[src/rtl/fsb_arb_pkg.sv]
// Shared constants and helpers for the FSB round-robin arbiter.
package fsb_arb_pkg;

  // Default width of each per-source grant counter.
  localparam int cnt_width_default = 16;

  // Largest supported number of requesting sources.
  localparam int max_req = 8;

  // Width of a source index. Never returns less than 1, so a
  // degenerate requester count still gets a legal vector width.
  function automatic int idx_width(input int n);
    return (n > 1) ? $clog2(n) : 1;
  endfunction

endpackage

[src/rtl/fsb_rr_arbiter_if.sv]
// Request side (valid/yumi) and FSB link side (valid/ready) of the arbiter.
// The master modport is the arbiter, which masters the outbound FSB link.
// The slave modport is the environment: the sources plus the downstream sink.
interface fsb_rr_arbiter_if #(
  parameter int num_req_p   = 2,
  parameter int fsb_width_p = 80
);
  localparam int idx_w = fsb_arb_pkg::idx_width(num_req_p);

  logic [num_req_p-1:0]             req_v;
  logic [num_req_p*fsb_width_p-1:0] req_data;
  logic [num_req_p-1:0]             req_yumi;
  logic                             fsb_v;
  logic [fsb_width_p-1:0]           fsb_data;
  logic [idx_w-1:0]                 fsb_src;
  logic                             fsb_ready;

  modport master (
    input  req_v, req_data, fsb_ready,
    output req_yumi, fsb_v, fsb_data, fsb_src
  );

  modport slave (
    output req_v, req_data, fsb_ready,
    input  req_yumi, fsb_v, fsb_data, fsb_src
  );
endinterface

[src/rtl/fsb_rr_arb_core.sv]
// Combinational rotate-priority arbiter. The scan starts at rr_ptr and wraps
// modulo num_req_p. It produces a one-hot grant and the index of the winner.
module fsb_rr_arb_core
  import fsb_arb_pkg::*;
#(
  parameter int num_req_p = 2,
  parameter int idx_w_p   = idx_width(num_req_p)
) (
  input  logic [num_req_p-1:0] req,
  input  logic [idx_w_p-1:0]   rr_ptr,
  input  logic                 en,
  output logic [num_req_p-1:0] gnt,
  output logic [idx_w_p-1:0]   winner
);

  logic [num_req_p-1:0] rot;
  logic                 hit;
  int                   w;

  // Rotate the request vector so that rr_ptr sits at bit 0, then find the
  // first set bit and map it back to a source index.
  always_comb begin
    // NOTE: every signal written here gets a default first, so no path through the block can leave one unassigned and infer a latch.
    rot = num_req_p'({req, req} >> rr_ptr);
    hit = 1'b0;
    w   = 0;
    for (int i = 0; i < num_req_p; i++) begin
      if (!hit && rot[i]) begin
        hit = 1'b1;
        w   = int'(rr_ptr) + i;
      end
    end
    if (w >= num_req_p) w = w - num_req_p;
    winner = idx_w_p'(w);
    gnt    = (en && hit) ? (num_req_p'(1) << winner) : '0;
  end

endmodule

[src/rtl/fsb_rr_arbiter.sv]
// Round-robin arbiter that multiplexes several valid/yumi packet sources onto
// one valid/ready FSB link. It has a single-entry registered output stage and
// saturating per-source grant counters for debug.
module fsb_rr_arbiter
  import fsb_arb_pkg::*;
#(
  parameter int num_req_p   = 2,
  parameter int fsb_width_p = 80,
  parameter int cnt_width_p = cnt_width_default
) (
  input  logic                             clk_i,
  input  logic                             reset_i,
  fsb_rr_arbiter_if.master                 bus,
  input  logic                             cnt_clear_i,
  output logic [num_req_p*cnt_width_p-1:0] gnt_cnt_o
);

  localparam int idx_w = idx_width(num_req_p);

  logic                   slot_free;
  logic                   arb_en;
  logic                   grant;
  logic [num_req_p-1:0]   gnt;
  logic [idx_w-1:0]       winner;
  logic [idx_w-1:0]       rr_ptr;
  logic [fsb_width_p-1:0] pkt     [num_req_p];
  logic [cnt_width_p-1:0] gnt_cnt [num_req_p];

  // The slot may take a new packet if it is empty or is draining this cycle.
  // Reset gates the grant, so no yumi escapes while the stage is cleared.
  assign slot_free    = ~bus.fsb_v | bus.fsb_ready;
  assign arb_en       = slot_free & ~reset_i;
  assign grant        = |gnt;
  assign bus.req_yumi = gnt;

  for (genvar k = 0; k < num_req_p; k++) begin : g_unpack
    assign pkt[k] = bus.req_data[k*fsb_width_p +: fsb_width_p];
    assign gnt_cnt_o[k*cnt_width_p +: cnt_width_p] = gnt_cnt[k];
  end

  fsb_rr_arb_core #(
    .num_req_p (num_req_p),
    .idx_w_p   (idx_w)
  ) u_core (
    .req    (bus.req_v),
    .rr_ptr (rr_ptr),
    .en     (arb_en),
    .gnt    (gnt),
    .winner (winner)
  );

  // Output stage and round-robin pointer: load on a grant, empty on a drain,
  // and hold otherwise.
  always_ff @(posedge clk_i) begin
    // NOTE: sequential state uses non-blocking assignments so every flop samples pre-edge values regardless of statement order.
    if (reset_i) begin
      bus.fsb_v    <= 1'b0;
      bus.fsb_data <= '0;
      bus.fsb_src  <= '0;
      rr_ptr       <= '0;
    end else if (grant) begin
      bus.fsb_v    <= 1'b1;
      bus.fsb_data <= pkt[winner];
      bus.fsb_src  <= winner;
      rr_ptr       <= (winner == idx_w'(num_req_p - 1)) ? '0 : winner + idx_w'(1);
    end else if (bus.fsb_ready) begin
      bus.fsb_v    <= 1'b0;
    end
  end

  // Per-source grant counters. They saturate, and a clear beats a grant in
  // the same cycle.
  always_ff @(posedge clk_i) begin
    // NOTE: this counter array is a small bank of flops rather than a RAM, so it is cleared in reset like any other register.
    if (reset_i || cnt_clear_i) begin
      for (int k = 0; k < num_req_p; k++) gnt_cnt[k] <= '0;
    end else begin
      for (int k = 0; k < num_req_p; k++) begin
        if (gnt[k] && (gnt_cnt[k] != '1)) gnt_cnt[k] <= gnt_cnt[k] + 1'b1;
      end
    end
  end

endmodule

[src/flat_wrapper.sv]
// flat-port wrapper written by rule: the top's interface ports become plain ports
module fsb_rr_arbiter_flat import fsb_arb_pkg::*;
#(
  parameter int num_req_p   = 2,
  parameter int fsb_width_p = 80,
  parameter int cnt_width_p = cnt_width_default
)
  (clk_i, reset_i, cnt_clear_i, gnt_cnt_o, bus_req_v, bus_req_data, bus_fsb_ready, bus_req_yumi, bus_fsb_v, bus_fsb_data, bus_fsb_src);
  fsb_rr_arbiter_if #(.num_req_p(num_req_p), .fsb_width_p(fsb_width_p)) bus_i ();
  input  logic clk_i;
  input  logic reset_i;
  input  logic cnt_clear_i;
  output logic [num_req_p*cnt_width_p-1:0] gnt_cnt_o;
  input wire logic [$bits(bus_i.req_v)-1:0] bus_req_v;
  input wire logic [$bits(bus_i.req_data)-1:0] bus_req_data;
  input wire logic [$bits(bus_i.fsb_ready)-1:0] bus_fsb_ready;
  output wire logic [$bits(bus_i.req_yumi)-1:0] bus_req_yumi;
  output wire logic [$bits(bus_i.fsb_v)-1:0] bus_fsb_v;
  output wire logic [$bits(bus_i.fsb_data)-1:0] bus_fsb_data;
  output wire logic [$bits(bus_i.fsb_src)-1:0] bus_fsb_src;
  assign bus_i.req_v = bus_req_v;
  assign bus_i.req_data = bus_req_data;
  assign bus_i.fsb_ready = bus_fsb_ready;
  assign bus_req_yumi = bus_i.req_yumi;
  assign bus_fsb_v = bus_i.fsb_v;
  assign bus_fsb_data = bus_i.fsb_data;
  assign bus_fsb_src = bus_i.fsb_src;
  fsb_rr_arbiter #(.num_req_p(num_req_p), .fsb_width_p(fsb_width_p), .cnt_width_p(cnt_width_p)) u_core (.clk_i(clk_i), .reset_i(reset_i), .bus(bus_i), .cnt_clear_i(cnt_clear_i), .gnt_cnt_o(gnt_cnt_o));
endmodule
[config.mk]
export PLATFORM = sky130hd
export DESIGN_NAME = fsb_rr_arbiter_flat
export DESIGN_NICKNAME = d
export VERILOG_FILES = /design/src/rtl/fsb_arb_pkg.sv /design/src/rtl/fsb_rr_arbiter_if.sv /design/src/rtl/fsb_rr_arb_core.sv /design/src/rtl/fsb_rr_arbiter.sv /design/src/flat_wrapper.sv
export SDC_FILE = /design/constraint.sdc
export NUM_CORES = 1
export LEC_CHECK = 0
export CORE_MARGIN = 2
export CORE_UTILIZATION = 35
export DETAILED_ROUTE_END_ITERATION = 10
export PLACE_DENSITY = 0.83
export SLEW_MARGIN = 30
export SYNTH_ARGS = -nofsm -noshare
export SYNTH_HDL_FRONTEND = slang
export SYNTH_SLANG_ARGS = --single-unit
[constraint.sdc]
create_clock -name clk_i -period 4.7 [get_ports clk_i]
set_clock_uncertainty 0.15 [all_clocks]
set_input_delay 0.47 -clock clk_i [delete_from_list [all_inputs] [get_ports clk_i]]
set_output_delay 0.47 -clock clk_i [all_outputs]
set_load 0.005 [all_outputs]
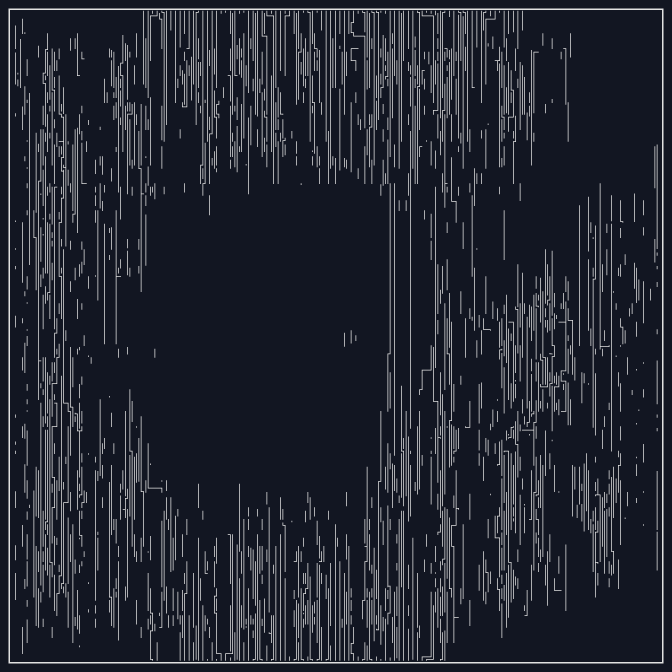
(run_1/m2.png)
The wires run mostly vertical. The layer holds 49% of the routed length. The longest straight run is 59.8 um.
GR met2 Demand/Resource: 33.6%
DRT Wirelength: 17300 um
Via Count: 5575

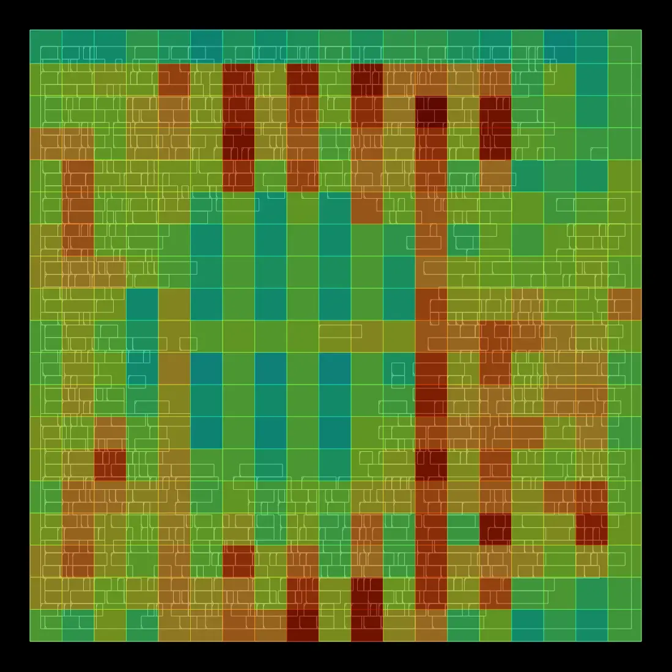
(run_1/congestion_map.png)
wire per inst: 15.6 um
final core occ: 57.0%
grt met1 use: 23.3%
GRT met3 Usage: 6.94%

==> flow_metrics.tcl, run 1 <==
# collected from the flow reports
set metrics [dict create \
    ys_seq_share_pct 46.2 \
    gr-max-usage-layer "met2" \
    critPathMaxFanout 33 \
    ys_chip_area_um2 5680 \
    synthTopLogicFamily "simple AND/OR/NAND/NOR gates" \
    ys_cells 623 \
    cts_tree "built" \
    viasPerCell 5.02 \
    post_cts_buffers 0 \
    r2r_cells 5 \
    antennaDiodeCount 0 \
    required_ps 4550 \
    crit_type "flip-flop to flip-flop" \
    mux_area_share_pct 0 \
    core_util_floorplan_pct 35.8 \
    fmax_ghz 0.358 \
    top_power_group "clock" \
    cp-start-kind "flip-flop" \
    synth-simple-area-share_pct 23.0 \
    die_width_um 131 \
    ys_types 40 \
    report.final.hold_viol_count 0 \
    synthCells 623 \
    dieHeight_um 131 \
    cts_buffer_depth 2 \
    gp_congestion 0.773 \
    regToRegSetupSlack_ps 1910 \
    status "complete, no violations" \
    fa_ha_area_share_pct 0.441 \
    p_seq_share_pct 39.2 \
    setup_ws_ps 1910 \
    crit_path_end_kind "flip-flop" \
    pg_seq_mw 1.15 \
    yosysWarnings 0 \
    comb_area_um2 2700 \
    p_switching_mw 0.717 \
    setup_viol 0 \
    combinationalPower_mw 0.551 \
    pwr_density_cell_nw_per_um2 325 \
    grt_max_degree 89 \
    drt_iter0_drc 416 \
    dieArea_um2 17300 \
    route.antenna.remaining_nets 0 \
    syn2layout_area_growth_pct 59.5 \
    core_um2 15900 \
    drc 0 \
    power_mw 2.95 \
    antenna_found_initial 0 \
    hold-path-endpoint "u_core.bus.fsb_v" \
    drv_slew 0 \
    finalCriticalPeriod_ps 2790 \
    period_used_pct 59.4 \
    xor_area_share_pct 4.01 \
    htreeDepth 4 \
    clock-sinks 115 \
    seqCellArea_um2 2620 \
    synth_area_um2 5680 \
    wl_met2_um 8400 \
    arrival_ps 2640 \
    dr_wl_met3_um 1460 \
    hold_path_depth 2 \
    drt_first_pass_iters 5 \
    layout_top_cells "280 x clkdlybuf4s50_1, 169 x nand2_1, 88 x nor2_1" \
    r2r_start "u_core.gnt_cnt[0][0]" \
    grt-ovfl-total 0 \
    portBuffers 281 \
    finalSetupTns_ps 0 \
    p_leak_nw 3.21 \
    drv.max_cap_violation_count 0 \
    worstHoldStart "reset_i" \
    r2r_end "u_core.gnt_cnt[0][9]" \
    insertion_delay_ps 410 \
    cts-resized-gates 0 \
    clock_power_mw 1.24 \
    clk_pin_slew_ps 50 \
    synthesis.nets 791 \
    endpoint "u_core.gnt_cnt[0][9]" \
    fp-row-count 46 \
    wl_met1_um 6810 \
    avgSynthCellArea_um2 9.12 \
    hold_buffers 0 \
    worstHoldPathType "input port to flip-flop" \
    pwr-share-clk_pct 42.2 \
    drive_gt1_share_pct 9.17 \
    highest_layer "met4" \
    p_sw_share_pct 24.3 \
    log.warning_count 26 \
    place_ws_ps 1570 \
    synthAoiAreaFrac_pct 20.0 \
    num_io_pins 282 \
    intPower_mw 2.23 \
    cts_buffers 17 \
    crit_start "u_core.gnt_cnt[0][0]" \
    dp_hpwl_um 12100 \
    rsz0062_at_grt "no" \
    grt_pass1_wl_um 28000 \
    nFillCells 1381 \
    comb_power_share_pct 18.7 \
    nNetsFinal 1049 \
    tightest_slew_ps 937 \
    synth_flops 115 \
    cts-root-buf "clkbuf_16" \
    slew_headroom_pct 37.5 \
    first_global_vias 5505 \
    peakVddDrop_mv 0.232 \
]
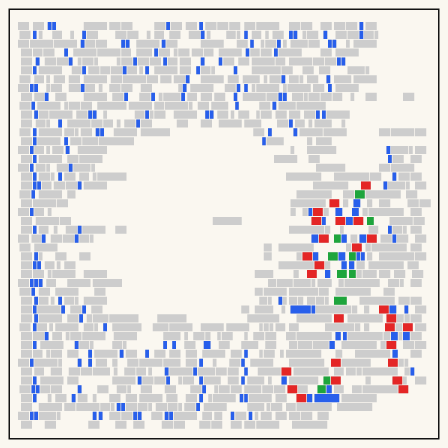
(run_1/gates.png)
and/or cells: shown in green, cells 10. xor and xnor cells: shown in red, cells 26. nand cells: shown in blue, cells 193, where spread over the die.
final cell count without fillers: 1110
Comb/total area: 29.8%
most numerous logic cell after layout: clkdlybuf4s50_1

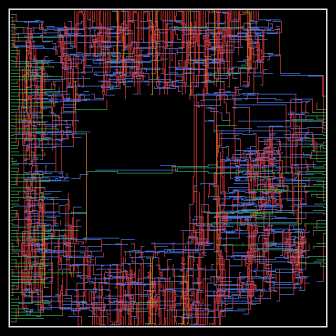
(run_1/layers.png)
M3: shown in green, wire length 1460 um. M1: shown in blue, wire length 6810 um. M4: shown in orange, wire length 626 um. M2: shown in red, wire length 8400 um.
GRT Util Overall: 20.2%

run 1: critical path, stage by stage, from the launching register on:
cell and delay, ps:
edfxtp_1 470, ha_1 310, nand3_1 110, or4_4 450
nand3_4 370, nand2_1 510
run 1: logic make-up after synthesis:
logic type / count (synthesis)
simple gates: 305
compound gates: 120
flops: 115
buf+inv: 55
xor+xnor: 26
fa+ha+maj: 2
run 1: synth_stat cells (all sizes together):
library cell,number,share of area [%]
a21oi,29,3.2
a311oi,80,15
a21boi,2,0.26
nor4,5,0.55
xor2,11,1.7
clkbuf,25,1.7
or3,2,0.22
o2111ai,1,0.26
edfxtp,32,17
and4,3,0.46
and3,4,0.46
dfxtp,83,29
nand2,169,11
o21a,1,0.13
buf,26,4.5
ha,2,0.44
nand3,12,1.3
nor3,8,0.99
nand2b,1,0.11
or4,1,0.20
nor2,88,5.8
a22oi,2,0.35
nor2b,1,0.24
a2111oi,1,0.48
o21ai,4,0.42
xnor2,15,2.3
nand4,11,1.5
inv,4,0.26
run 1: registers in the layout, summed over array words and instances, names as in the netlist:
register,flops
u_core.rr_ptr,1
u_core.gnt_cnt,32
u_core.bus.fsb_src,1
u_core.bus.fsb_data,80
u_core.bus.fsb_v,1
run 1: through the flow:
step | hold slack (ps) | cell area (um^2) | utilization [%] | cells
finish | 318 | 9060 | 57.0 | 1110
global route | 339 | 9060 | 57.0 | 1110
CTS | 307 | 9060 | 57.0 | 1110
detailed placement | 323 | 8490 | 53.4 | 1078
global placement | 309 | 8490 | 53.4 | 1078
floorplan | 316 | 5680 | - | 623
run 1: final cells by class:
type	count	area share (%)
clock inverters	4	0.497
multi-input cells	453	29.8
well taps	216	2.98
clock buffers	28	5.81
flip-flops and latches	115	28.9
repair buffers	290	31.8
inverters	4	0.166
==> run_1/util_map.png <==
13 x 13 tiles, from white (low) to dark blue (high), 0 to 100% covered.
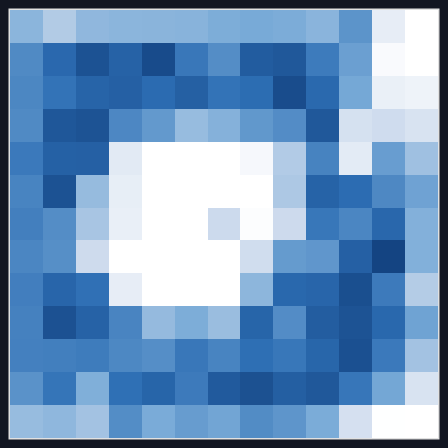

--- run 2 (diff from run 1) ---
Settings changed: PLACE_DENSITY 0.83 to 0.86.
Clock period 4.7 ns to 2.49 ns, I/O delays scaled along.
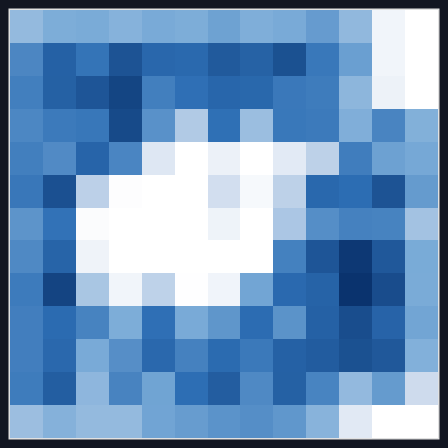
(run_2/util_map.png)
13 x 13 tiles, from white (low) to dark blue (high), 0 to 100% covered.
The fullest tile reaches 99%. The emptiest ninth of the die: middle. 25% of the tiles are over 75% full.
initial core utilization: 35.8%
final core occ: 58.2%
core region area: 15900 um^2

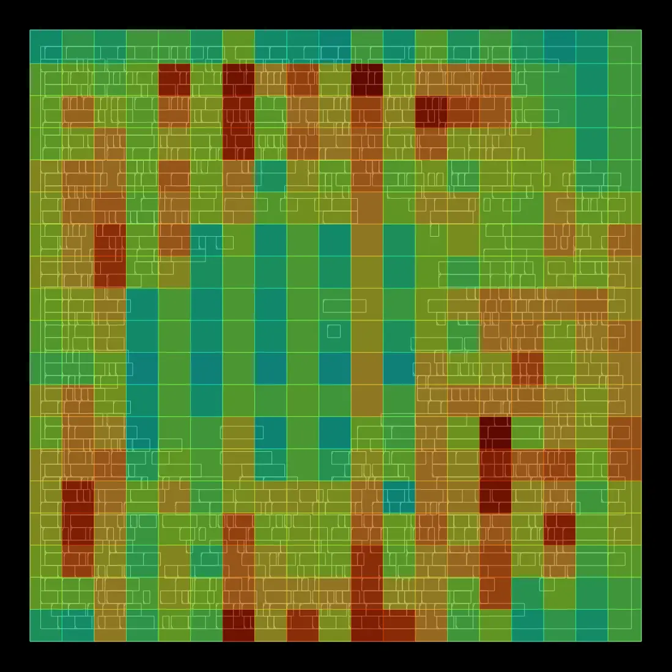
(run_2/congestion_map.png)
GR met2 Demand/Resource: 34.9%
grt met1 use: 22.5%
wire per inst: 15.7 um

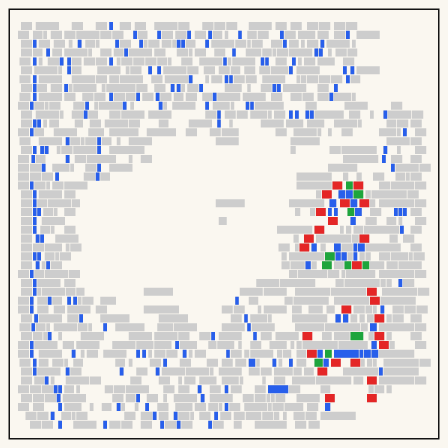
(run_2/gates.png)
and/or cells: shown in green, cells 10. xor and xnor cells: shown in red, cells 26. nand cells: shown in blue, cells 193, where spread over the die.
final cell count without fillers: 1119
Comb/total area: 29.2%

==> run 2 against run 1 <==
Critical endpoint is now bus_req_yumi[0]; wire length up 1.3%; design area up 2.1%; non-clock buffer count up 10; hold slack worse by 170 ps; setup slack worse by 1700 ps; clock power up 94%; global-route usage up 0.15 points; cell count up 0.81%; critical path depth down 2.
==> flow_metrics.tcl, run 2 <==
# collected from the flow reports
set metrics [dict create \
    regToRegSetupSlack_ps 320 \
    syn2layout_area_growth_pct 62.8 \
    ys_seq_share_pct 46.2 \
    cts-root-buf "clkbuf_16" \
    synthCells 623 \
    post_cts_buffers 0 \
    r2r_end "u_core.gnt_cnt[0][1]" \
    grt_util_all_layers_pct 20.4 \
    hold_ws_ps 153 \
    period_used_pct 91.7 \
    comb_area_um2 2700 \
    route.antenna.remaining_nets 0 \
    combinationalPower_mw 1.09 \
    status "complete, no violations" \
    crit_family "buffers and inverters" \
    fp-row-count 46 \
    cts_tree "built" \
    finalSetupTns_ps 0 \
    arrival_ps 1880 \
    viasPerCell 5.09 \
    p_seq_share_pct 38.4 \
    ys_types 40 \
    synth_flops 115 \
    yosysTopAreaCell "dfxtp_1" \
    comb_power_share_pct 19.2 \
    ys_cells 623 \
    dp_hpwl_um 12800 \
    dieArea_um2 17300 \
    common_cells "169 x nand2_1, 88 x nor2_1, 83 x dfxtp_1" \
    portBuffers 281 \
    synthArstFlopShare_pct 0 \
    most_common_cell "nand2_1" \
    synthAoiAreaFrac_pct 20.0 \
    routed-via-count 5694 \
    slowest_delay_ps 590 \
    crit_cells 3 \
    crit_slowest_cell "clkdlybuf4s50_1" \
    drv_slew 0 \
    peakVddDrop_mv 0.435 \
    worstHoldPathType "input port to flip-flop" \
    drive_gt1_share_pct 10.2 \
    place_area_um2 8660 \
    layout_top_cell "clkdlybuf4s50_1" \
    htreeDepth 4 \
    seqCellArea_um2 2620 \
    crit_chain "clkdlybuf4s50_1 -> a2111oi_4 -> clkdlybuf4s50_1" \
    drv.max_cap_violation_count 0 \
    crit_start "bus_req_v[1]" \
    top_power_group "clock" \
    p_switching_mw 1.35 \
    antenna_found_initial 0 \
    clock_power_mw 2.40 \
    insertion_delay_ps 400 \
    cts_buffers 17 \
    top_cells_by_area "dfxtp_1 29%, edfxtp_1 17%, nand2_1 11%, a311oi_1 8.8%, a311oi_2 6.1%" \
    r2r_cells 6 \
    synth_area_um2 5680 \
    gp_congestion 0.831 \
    fin_area_um2 9250 \
    synth-simple-area-share_pct 23.0 \
    routed_wl_um 17500 \
    drc 0 \
    fa_ha_area_share_pct 0.441 \
    edf_count 32 \
    layout_top_cells "280 x clkdlybuf4s50_1, 169 x nand2_1, 88 x nor2_1" \
    pwr-share-clk_pct 42.4 \
    pg_seq_mw 2.18 \
    largest-register "u_core.bus.fsb_data" \
    grt-ovfl-total 0 \
    p_sw_share_pct 23.9 \
    report.final.hold_viol_count 0 \
    dieHeight_um 131 \
    drt_first_pass_iters 5 \
    nNetsFinal 1059 \
    synthesis.nets 791 \
    die_width_um 131 \
    fmax_ghz 0.438 \
    r2r_start "u_core.gnt_cnt[0][1]" \
    grt_max_degree 55 \
    crit_type "input port to output pin" \
    xor_area_share_pct 4.01 \
    path_common_cell "clkdlybuf4s50_1" \
    synthTopLogicFamily "simple AND/OR/NAND/NOR gates" \
    crit_path_end_kind "output pin" \
    critPathMaxFanout 5 \
    drt_iter0_drc 332 \
    mux_area_share_pct 0 \
    power_mw 5.67 \
    crit_buf_inv 2 \
    setup_viol 0 \
    nFillCells 1372 \
    required_ps 2090 \
    ys_chip_area_um2 5680 \
    log.warning_count 26 \
    tightest_slew_ps 653 \
    p_leak_nw 3.31 \
    rsz0062_at_grt "no" \
    hold_buffers 0 \
    cts-resized-gates 0 \
    reg_top3 "u_core.bus.fsb_data: 80 flops, u_core.gnt_cnt: 32 flops" \
    finalCriticalPeriod_ps 2280 \
    ff_type "dfxtp_1" \
]
[run 2: worst min path at each step]
stage	from	endpoint	slack [ps]	cells past startpoint
after floorplan	bus_req_v[0]	u_core.bus.fsb_v	220	2
after global placement	u_core.bus.fsb_src	u_core.bus.fsb_src	320	2
after detailed placement	u_core.bus.fsb_src	u_core.bus.fsb_src	340	2
after CTS	reset_i	u_core.bus.fsb_v	160	2
after global routing	reset_i	u_core.bus.fsb_v	160	2
final	reset_i	u_core.bus.fsb_v	150	2
[run 2: worst register-to-register path, delay by kind of cell, from the launching register on]
kind                       cells  cell delay [ps]
and+or+nand+nor                3              680
DFF                            1              440
adders and majority gates      1              300
buffers and inverters          1              210
AOI/OAI and AO/OA              1              130
[run 2: layer usage]
metal / share of wire [%] / wire, um / track usage, %
met5: 0 / 0 / 0
met3: 7.6 / 1330 / 7.10
met2: 50 / 8720 / 34.9
met4: 4.2 / 729 / 10.1
met1: 38 / 6730 / 22.5
[run 2: logic make-up (layout without fill, tap and decap cells)]
logic type / Yosys count / after routing
compound gates: 120 / 120
flops: 115 / 115
xor+xnor: 26 / 26
buf+inv: 55 / 335
simple gates: 305 / 305
fa+ha+maj: 2 / 2
[run 2: area by class of cell]
class / instances / area share, %
clock buffers: 26 / 5.51
inverters: 4 / 0.162
multi-input cells: 453 / 29.2
clock inverters: 5 / 0.812
well taps: 216 / 2.92
flip-flops and latches: 115 / 28.4
repair buffers: 300 / 33.0
[run 2: through the flow]
step                      worst slack (ps)  cells
after floorplan                        158    623
after global placement                 246   1088
after detailed placement               175   1088
after CTS                              206   1119
after global routing                   120   1119
final                                  206   1119
Power is estimated from default activity; no workload was simulated.
